### config.mk
export PLATFORM = sky130hd
export DESIGN_NAME = mem_arbiter_flat
export DESIGN_NICKNAME = d
export VERILOG_FILES = /design/src/rtl/mem_arbiter_if.sv /design/src/rtl/mem_arbiter.sv /design/src/flat_wrapper.sv
export SDC_FILE = /design/constraint.sdc
export NUM_CORES = 1
export LEC_CHECK = 0
export CAP_MARGIN = 20
export CORE_MARGIN = 3
export CORE_UTILIZATION = 30
export CTS_BUF_LIST = sky130_fd_sc_hd__clkbuf_16
export CTS_CLUSTER_SIZE = 12
export DETAILED_ROUTE_END_ITERATION = 8
export HOLD_SLACK_MARGIN = 0.15
export PLACE_DENSITY = 0.79
export SLEW_MARGIN = 20
export SYNTH_ARGS = -nofsm -noshare
export SYNTH_HDL_FRONTEND = slang
export SYNTH_SLANG_ARGS = --single-unit
### constraint.sdc
create_clock -name clk -period 4.16 [get_ports clk]
set_clock_uncertainty 0.15 [all_clocks]
set_input_delay 1.248 -clock clk [delete_from_list [all_inputs] [get_ports clk]]
set_output_delay 1.248 -clock clk [all_outputs]
set_load 0.05 [all_outputs]
### src/rtl/mem_arbiter_if.sv
`default_nettype none
// ============================================================================
// Module  : mem_arbiter_if
// Purpose : Cache-side and memory-side bus bundle of the memory arbiter.
// Revision: 1.0 - initial release
// ============================================================================
interface mem_arbiter_if #(
   parameter int ADDR_WIDTH = 32,
   parameter int DATA_WIDTH = 32
);
   logic                  i_read_request;
   logic [ADDR_WIDTH-1:0] i_addr;
   logic                  i_response;
   logic [DATA_WIDTH-1:0] i_read_data;

   logic                  d_read_request;
   logic                  d_write_request;
   logic [ADDR_WIDTH-1:0] d_addr;
   logic [DATA_WIDTH-1:0] d_write_data;
   logic                  d_response;
   logic [DATA_WIDTH-1:0] d_read_data;

   logic                  memory_read_request;
   logic                  memory_write_request;
   logic                  memory_response;
   logic [ADDR_WIDTH-1:0] memory_addr;
   logic [DATA_WIDTH-1:0] memory_write_data;
   logic [DATA_WIDTH-1:0] memory_read_data;

   // Arbiter view
   modport slave (
      input  i_read_request, i_addr,
      input  d_read_request, d_write_request, d_addr, d_write_data,
      input  memory_response, memory_read_data,
      output i_response, i_read_data, d_response, d_read_data,
      output memory_read_request, memory_write_request,
      output memory_addr, memory_write_data
   );

   // Environment view: caches and memory controller
   modport master (
      output i_read_request, i_addr,
      output d_read_request, d_write_request, d_addr, d_write_data,
      output memory_response, memory_read_data,
      input  i_response, i_read_data, d_response, d_read_data,
      input  memory_read_request, memory_write_request,
      input  memory_addr, memory_write_data
   );
endinterface
`default_nettype wire

### src/rtl/mem_arbiter.sv
`default_nettype none
// ============================================================================
// Module  : mem_arbiter
// Purpose : Shares one memory port between I-cache (read) and D-cache
//           (read/write) miss paths, with a post-response holdoff.
//           Optional macro MEM_ARBITER_ROUND_ROBIN_EN: alternate on contention.
// Revision: 1.0 - initial release
// ============================================================================
module mem_arbiter #(
   parameter int ADDR_WIDTH     = 32,
   parameter int DATA_WIDTH     = 32,
   parameter int HOLDOFF_CYCLES = 1
) (
   input  wire logic    clk,
   input  wire logic    rst_n,
   mem_arbiter_if.slave bus
);

   localparam int CNT_W = (HOLDOFF_CYCLES < 2) ? 1 : $clog2(HOLDOFF_CYCLES + 1);
   localparam logic [CNT_W-1:0] HOLD_LOAD = CNT_W'(HOLDOFF_CYCLES);
   localparam logic [CNT_W-1:0] HOLD_LAST = CNT_W'(1);

   localparam logic [1:0] ST_IDLE    = 2'd0;
   localparam logic [1:0] ST_BUSY_I  = 2'd1;
   localparam logic [1:0] ST_BUSY_D  = 2'd2;
   localparam logic [1:0] ST_HOLDOFF = 2'd3;

   logic [1:0]            r_state;
   logic [1:0]            w_next_state;
   logic [CNT_W-1:0]      r_hold_cnt;
   logic [CNT_W-1:0]      w_next_hold_cnt;
   logic                  r_last_owner_d;
   logic                  r_mem_rd;
   logic                  r_mem_wr;
   logic [ADDR_WIDTH-1:0] r_mem_addr;
   logic [DATA_WIDTH-1:0] r_mem_wdata;

   logic                  w_d_req;
   logic                  w_prefer_d;
   logic                  w_grant_d;
   logic                  w_grant_i;
   logic                  w_busy_done;

   assign w_d_req = bus.d_read_request | bus.d_write_request;

`ifdef MEM_ARBITER_ROUND_ROBIN_EN
   assign w_prefer_d = ~r_last_owner_d;
`else
   // Fixed priority: D always preferred; last_owner is kept for visibility only.
   assign w_prefer_d = 1'b1 | r_last_owner_d;
`endif

   // State and datapath registers
   always_ff @(posedge clk) begin
      if (!rst_n) begin
         r_state        <= ST_IDLE;
         r_hold_cnt     <= '0;
         r_last_owner_d <= 1'b0;
         r_mem_rd       <= 1'b0;
         r_mem_wr       <= 1'b0;
         r_mem_addr     <= '0;
         r_mem_wdata    <= '0;
      end else begin
         r_state    <= w_next_state;
         r_hold_cnt <= w_next_hold_cnt;
         if (w_grant_d) begin
            r_last_owner_d <= 1'b1;
            r_mem_addr     <= bus.d_addr;
            r_mem_wdata    <= bus.d_write_data;
            // A simultaneous read+write issues the write; the read stays pending.
            r_mem_wr       <= bus.d_write_request;
            r_mem_rd       <= ~bus.d_write_request;
         end else if (w_grant_i) begin
            r_last_owner_d <= 1'b0;
            r_mem_addr     <= bus.i_addr;
            r_mem_wdata    <= '0;
            r_mem_wr       <= 1'b0;
            r_mem_rd       <= 1'b1;
         end else if (w_busy_done) begin
            r_mem_wr <= 1'b0;
            r_mem_rd <= 1'b0;
         end
      end
   end

   // Next-state and arbitration
   always_comb begin
      w_next_state    = r_state;
      w_next_hold_cnt = r_hold_cnt;
      w_grant_d       = 1'b0;
      w_grant_i       = 1'b0;
      w_busy_done     = 1'b0;
      case (r_state)
         ST_IDLE: begin
            if (w_d_req && (w_prefer_d || !bus.i_read_request)) begin
               w_grant_d    = 1'b1;
               w_next_state = ST_BUSY_D;
            end else if (bus.i_read_request) begin
               w_grant_i    = 1'b1;
               w_next_state = ST_BUSY_I;
            end
         end
         ST_BUSY_I, ST_BUSY_D: begin
            if (bus.memory_response) begin
               w_busy_done     = 1'b1;
               w_next_state    = ST_HOLDOFF;
               w_next_hold_cnt = HOLD_LOAD;
            end
         end
         ST_HOLDOFF: begin
            if (r_hold_cnt <= HOLD_LAST) begin
               w_next_state    = ST_IDLE;
               w_next_hold_cnt = '0;
            end else begin
               w_next_hold_cnt = r_hold_cnt - HOLD_LAST;
            end
         end
         default: begin
            w_next_state    = ST_IDLE;
            w_next_hold_cnt = '0;
         end
      endcase
   end

   // Outputs: response routed to the owner only; read data is a pass-through
   always_comb begin
      bus.i_response           = (r_state == ST_BUSY_I) && bus.memory_response;
      bus.d_response           = (r_state == ST_BUSY_D) && bus.memory_response;
      bus.i_read_data          = bus.memory_read_data;
      bus.d_read_data          = bus.memory_read_data;
      bus.memory_read_request  = r_mem_rd;
      bus.memory_write_request = r_mem_wr;
      bus.memory_addr          = r_mem_addr;
      bus.memory_write_data    = r_mem_wdata;
   end

endmodule
`default_nettype wire

### src/flat_wrapper.sv
// flat-port wrapper written by rule: the top's interface ports become plain ports
module mem_arbiter_flat 
#(
   parameter int ADDR_WIDTH     = 32,
   parameter int DATA_WIDTH     = 32,
   parameter int HOLDOFF_CYCLES = 1
)
  (clk, rst_n, bus_i_read_request, bus_i_addr, bus_d_read_request, bus_d_write_request, bus_d_addr, bus_d_write_data, bus_memory_response, bus_memory_read_data, bus_i_response, bus_i_read_data, bus_d_response, bus_d_read_data, bus_memory_read_request, bus_memory_write_request, bus_memory_addr, bus_memory_write_data);
  mem_arbiter_if #(.ADDR_WIDTH(ADDR_WIDTH), .DATA_WIDTH(DATA_WIDTH)) bus_i ();
  input  wire logic clk;
  input  wire logic rst_n;
  input wire logic [$bits(bus_i.i_read_request)-1:0] bus_i_read_request;
  input wire logic [$bits(bus_i.i_addr)-1:0] bus_i_addr;
  input wire logic [$bits(bus_i.d_read_request)-1:0] bus_d_read_request;
  input wire logic [$bits(bus_i.d_write_request)-1:0] bus_d_write_request;
  input wire logic [$bits(bus_i.d_addr)-1:0] bus_d_addr;
  input wire logic [$bits(bus_i.d_write_data)-1:0] bus_d_write_data;
  input wire logic [$bits(bus_i.memory_response)-1:0] bus_memory_response;
  input wire logic [$bits(bus_i.memory_read_data)-1:0] bus_memory_read_data;
  output wire logic [$bits(bus_i.i_response)-1:0] bus_i_response;
  output wire logic [$bits(bus_i.i_read_data)-1:0] bus_i_read_data;
  output wire logic [$bits(bus_i.d_response)-1:0] bus_d_response;
  output wire logic [$bits(bus_i.d_read_data)-1:0] bus_d_read_data;
  output wire logic [$bits(bus_i.memory_read_request)-1:0] bus_memory_read_request;
  output wire logic [$bits(bus_i.memory_write_request)-1:0] bus_memory_write_request;
  output wire logic [$bits(bus_i.memory_addr)-1:0] bus_memory_addr;
  output wire logic [$bits(bus_i.memory_write_data)-1:0] bus_memory_write_data;
  assign bus_i.i_read_request = bus_i_read_request;
  assign bus_i.i_addr = bus_i_addr;
  assign bus_i.d_read_request = bus_d_read_request;
  assign bus_i.d_write_request = bus_d_write_request;
  assign bus_i.d_addr = bus_d_addr;
  assign bus_i.d_write_data = bus_d_write_data;
  assign bus_i.memory_response = bus_memory_response;
  assign bus_i.memory_read_data = bus_memory_read_data;
  assign bus_i_response = bus_i.i_response;
  assign bus_i_read_data = bus_i.i_read_data;
  assign bus_d_response = bus_i.d_response;
  assign bus_d_read_data = bus_i.d_read_data;
  assign bus_memory_read_request = bus_i.memory_read_request;
  assign bus_memory_write_request = bus_i.memory_write_request;
  assign bus_memory_addr = bus_i.memory_addr;
  assign bus_memory_write_data = bus_i.memory_write_data;
  mem_arbiter #(.ADDR_WIDTH(ADDR_WIDTH), .DATA_WIDTH(DATA_WIDTH), .HOLDOFF_CYCLES(HOLDOFF_CYCLES)) u_core (.clk(clk), .rst_n(rst_n), .bus(bus_i));
endmodule
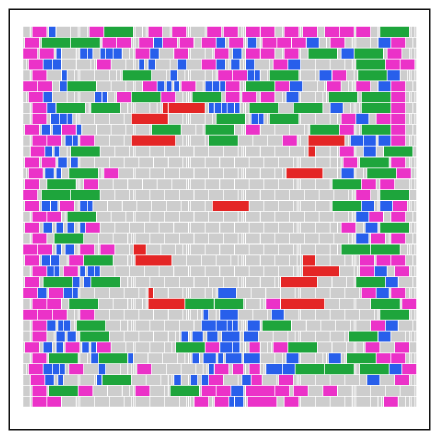
(images/class_map.png)
(4 px per um) Fill, decap, tap and diode cells in grey.
[red] clock drivers and dummy loads | cells: 16
[magenta] remaining buffers and delay cells | cells: 173
[blue] remaining logic cells | cells: 157
[green] registers | cells: 68
core area: 9370 um2
Design Area, Final: 4550 um2

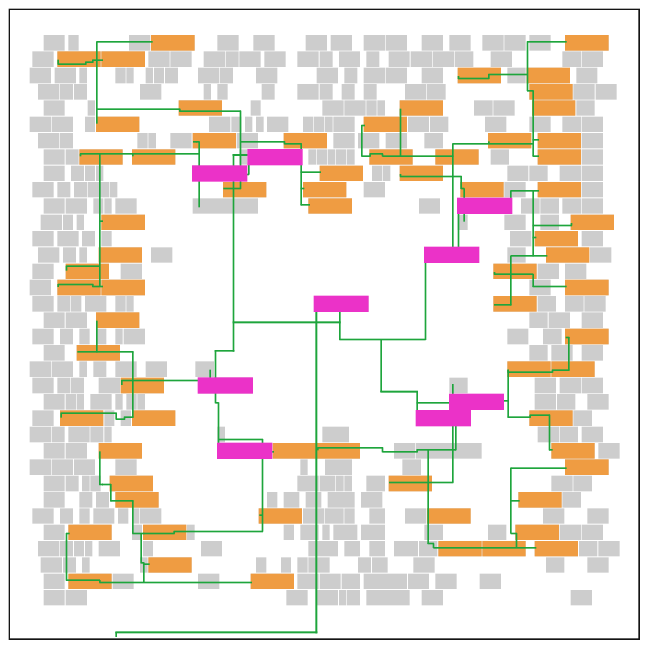
(images/clock_wires.png)
(6 px per um)
[orange] flip-flops | count: 68
[green] clock wires | length: 943 um
[magenta] clock-net drivers | count: 9
flops lie: widely spread
clock power share: 22.6%
Clock Latency Late Sink: 320 ps
Power Clock: 0.799 mW

==> GITHUB_STEP_SUMMARY <==
### Metrics collected by this job

| Metric | Value |
|---|---|
| Chip area | 11,000 um2 |
| Met1 usage | 15.9% |
| Comb area | 960 um2 |
| Dominant comb cell | buffers and inverters |
| Ys async rst share | 0% |
| DR vias | 2,542 |
| Largest cell class | non-clock buffers |
| Initial DRC Count | around 90 |
| Share of total power in sequential cells | 27.2% |
| Sw Ratio | a little over two fifths |
| Diode count | 0 |
| Pins Over Slew Limit | 0 |
| Synth Seq Share | a little under half |
| #MultiIn Comb | 153 |
| First-pass GRT wire length | roughly 12 mm |
| Relative slew margins | 52.0% |
| I/O pin count | 266 |
| Gr busiest metal | met2 |
| Worst reg2reg endpoint | u_core.bus.memory_write_data[9] |
| Post-CTS resize count | 0 |
| Startpoint Class | primary input |
| Seq pwr | 0.962 mW |
| Hold Path Origin | u_core.bus.memory_write_request |
| P_comb | 1.77 mW |
| Top power group | combinational cells |
| Data required, critical path | 2760 ps |
| Top cells by area | dfxtp_1 (47%), buf_4 (16%), a22o_1 (9.6%), o22ai_1 (6.8%), nor3_1 (5.5%) |
| Setup WS pre-CTS | 622 ps |
| RSZ-0062 raised after global routing | no |
| Delay of the slowest critical-path stage | 540 ps |
| WL met3 | around 840 um |
| ClkCell Share | 6.92% |
| CTS sink count | slightly below 70 |
| Tmin final | 3530 ps |
| Total routed wirelength | 8.04 mm |
| Max-Cap Viols | 0 |
| P&R area growth vs syn | 55.7% |
| Worst Setup EP | bus_d_response |
| DP Cell Count | ~530 |
| Reg2reg path depth | 5 |
| Yosys chip area | 2930 um2 |
| Crit path kind | primary input to output port |
| Status | complete, no violations |
| Crit-path leading delay family | buffers and inverters |
| Fin util | 48.6% |
| DR top layer | met4 |
| Most common reg cell | dfxtp_1 |
| Met2 Use GR | 22.5% |
| Post-synthesis compound-gate area fraction | 18.6% |
| Clock buf count | 9 |
| Worst-path fanout max | 5 |
| Post-layout period usage of the worst path | a little over four fifths |
| Die Width | approximately 100 um |
| Worst-path cell chain | clkdlybuf4s50_1 -> and2_1 -> buf_12 |
| Antenna Nets Post-Route | 0 |
| F_max | about 280 MHz |
| Pre-Place Util | 31.2% |
| Number of cells on the critical path | 3 |
| CP Launch Point | bus_memory_response |
| CTS tree | built |
| Leading cell type by number of instances after synthesis | dfxtp_1 |
| Worst r2r src | u_core.r_state[0] |
| Tot GR Track Use | 14.1% |
| Final hold vios | 0 |
| Root Driver | clkbuf_16 |
| Layout Cells excl Fill | between 500 and 600 |
| CTS Buffer Depth | 2 |
| Area after DPL | 4240 um2 |
| Largest net degree at the start of global routing | 36 |
| Slowest-stage cell, CP | clkdlybuf4s50_1 |
| Flop count | between 60 and 70 |
| Synthesized area | 2930 um2 |
| Clock buffer count from CTS | 9 |
| Leak | 1.75 nW |
| Netlist cell types | 28 |
| Fin nets | 546 |
| Synth Area in XOR/XNOR | 0% |
| Commonest Layout Cell | clkdlybuf4s50_1 |
| I/O Buffers | 169 |
| Fin worst setup slack | 629 ps |
| Vias in the first global route | about 2,500 |
| MUX area fraction | 0.342% |
| Max-area cell share | 46.5% |
| Syn_nets | 446 |
| Flop share of the area | 29.9% |
| Met2 wire len | 3.68 mm |
| Syn Area/Cell | between 9 and 10 um2 |
| Setup violators final | 0 |
| Highest-count cells in the layout ignoring fill and taps | clkdlybuf4s50_1 (167), dfxtp_1 (68) |
| Cell Rows | 35 |
| Maximum vdd drop | 0.000363 V |
| WHS Endpoint | u_core.bus.memory_write_request |
| Residual DRC count | 0 |
| CTS Hold Bufs | 0 |
| Worst EP arrival | 2130 ps |
| OpenROAD warning count | 28 |
| Drt pass-1 iters | 4 |
| Cells on Worst Hold Path | 2 |
| Setup TNS | 0 ps |
| Nonclk buf count | 173 |
| Inverters | 4 |
| Logic gate share of total power | roughly 50% |
| Combinational share of cell area | a little over a fifth |
| Worst-margin pin slew | about 720 ps |
| Synth Instances | between 300 and 400 |
| Drt wl/cell | 14.8 um |
| Psw | 1.53 mW |
| Adders+Majority by Area | 1.28% |
| Total power | 3.54 mW |
| Element type at the critical path end | output port |
| Largest area contributor in the netlist | dfxtp_1 |
| Crit path buffers/inverters | 2 |
| Grt met3 use | 5.62% |
| Post-synthesis simple-gate area fraction | between 10 and 15% |
| Post-CTS Setup Bufs | 0 |
| Worst-path clk slew | 60 ps |
| Post-synth EDFFs | 0 |
| Reg2reg setup slack | 2230 ps |
Power and IR drop assume default switching activity.
